Figure 1. Routed clock nets over the placement.
(2 px per um)
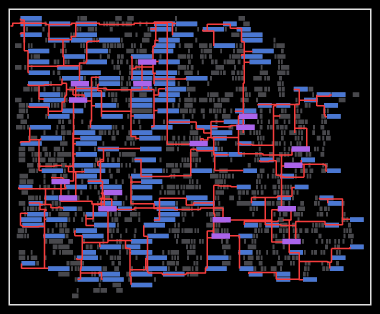
Figure 2. Port wiring.
(1.5 px per um)
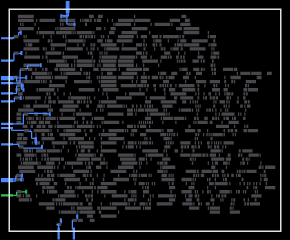
Figure 3. Metal 3.
(3 px per um) Cells faint in the background.
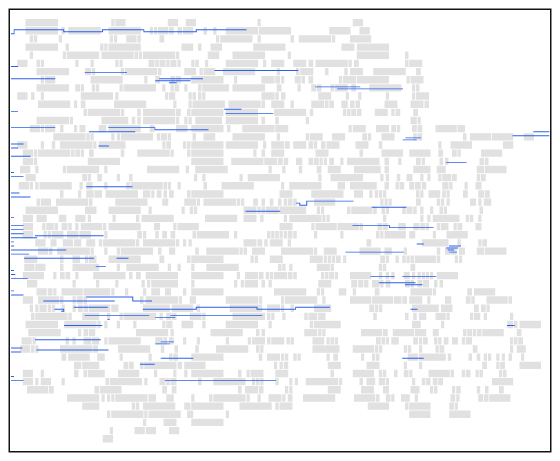
==> config.mk <==
export PLATFORM = sky130hd
export DESIGN_NAME = servo_pwm_bank_flat
export DESIGN_NICKNAME = d
export VERILOG_FILES = /design/src/rtl/servo_pwm_bank_if.sv /design/src/rtl/servo_pwm_bank.sv /design/src/flat_wrapper.sv
export SDC_FILE = /design/constraint.sdc
export NUM_CORES = 1
export LEC_CHECK = 0
export ABC_AREA = 1
export CAP_MARGIN = 20
export CELL_PAD_IN_SITES_DETAIL_PLACEMENT = 0
export CELL_PAD_IN_SITES_GLOBAL_PLACEMENT = 1
export CORE_AREA = 2 2 178 145
export CTS_CLUSTER_SIZE = 16
export DETAILED_ROUTE_END_ITERATION = 10
export DIE_AREA = 0 0 180 147
export GPL_ROUTABILITY_DRIVEN = 0
export HOLD_SLACK_MARGIN = 0.12
export PLACE_DENSITY = 0.66
export SLEW_MARGIN = 20
export SYNTH_ARGS = -nofsm -noshare
export SYNTH_HDL_FRONTEND = slang
export SYNTH_SLANG_ARGS = --single-unit
==> constraint.sdc <==
create_clock -name Clk -period 3.17 [get_ports Clk]
set_input_delay 0.4755 -clock Clk [delete_from_list [all_inputs] [get_ports Clk]]
set_output_delay 0.4755 -clock Clk [all_outputs]
set_load 0.01 [all_outputs]
==> impl_metrics.env <==
# implementation run metrics
export IMPL_hold_viol=0
export IMPL_crit_type="input pin to output pin"
export IMPL_syn_cell_area_sq_um=9210
export IMPL_fp_utilization=0.371
export IMPL_start_kind="input pin"
export IMPL_dpl_cell_count=1421
export IMPL_synth_main_ff_cell="edfxtp_1"
export IMPL_ys_sh_xor=0.00476
export IMPL_fp_nets=1131
export IMPL_busiest_layer="met2"
export IMPL_grt_max_degree=65
export IMPL_ys_warn_count=0
export IMPL_met3_usage=0.0350
export IMPL_cp_buffers_inverters=3
export IMPL_slew_violations=0
export IMPL_path_cells="clkdlybuf4s50_1 -> inv_1 -> nor2_4 -> nand2_2 -> o22ai_1 -> nor2_1 -> a21oi_1 -> clkdlybuf4s50_1"
export IMPL_logic_family="simple AND/OR/NAND/NOR gates"
export IMPL_dr_pass1_iters=7
export IMPL_setup_viol=0
export IMPL_grt_pass1_wl_mm=36.2
export IMPL_endpoint_kind="output pin"
export IMPL_ys_sh_aoi=0.0762
export IMPL_outcome="finished clean"
export IMPL_path_max_fanout=16
export IMPL_async_reset_ff_frac=0
export IMPL_cts_setup_buffers=0
## Picture notes: Figure 1
- flip-flops: blue (count 176)
- clock wires: red (length 2,480 um)
- clock-net drivers: purple (count 17)
- flops lie: spread over the die
- routed clock nets: 18
clock latency on the worst-skew pair: 0.45 ns
P_clk: 2.12 mW
Clock Power Share: 0.426

## Picture notes: Figure 2
- `bus_DataWr`: blue (bits 16; direction input; edge 12 west, 2 north, 2 south; end cells 17; buffers 16; wire 200 um)
- `bus_En`: green (bits 1; direction input; edge west; end cells 1; buffers 1; wire 9.10 um)
count of buffers from port buffering: 44
IO Pins: 46

## Picture notes: Figure 3
- wire length on this layer: 943 um
- nets with wire on the layer: 70
WL final: 22.8 mm
DR vias: 6,766

-- per-stage QoR --
step | total power, mW | util
after floorplan | 2.77 | -
after global placement | 2.91 | 0.412
after detailed placement | 2.91 | 0.412
after CTS | 5.01 | 0.436
after global routing | 5.14 | 0.436
final | 4.97 | 0.436
-- cell type report --
| class | count | area, sq um | share of cell area |
|---|---|---|---|
| Multi-Input combinational cell | 650 | 3560 | 0.329 |
| Clock inverter | 14 | 150 | 0.0139 |
| Tap cell | 324 | 405 | 0.0375 |
| Sequential cell | 176 | 4800 | 0.445 |
| Timing Repair Buffer | 70 | 703 | 0.0651 |
| Clock buffer | 18 | 429 | 0.0397 |
| Inverter | 201 | 754 | 0.0698 |
-- report_power, final --
part | switching [mW] | internal (mW)
registers | 0.0242 | 2.53
clock network | 1.01 | 1.11
logic | 0.188 | 0.112
Power and IR drop assume default switching activity.
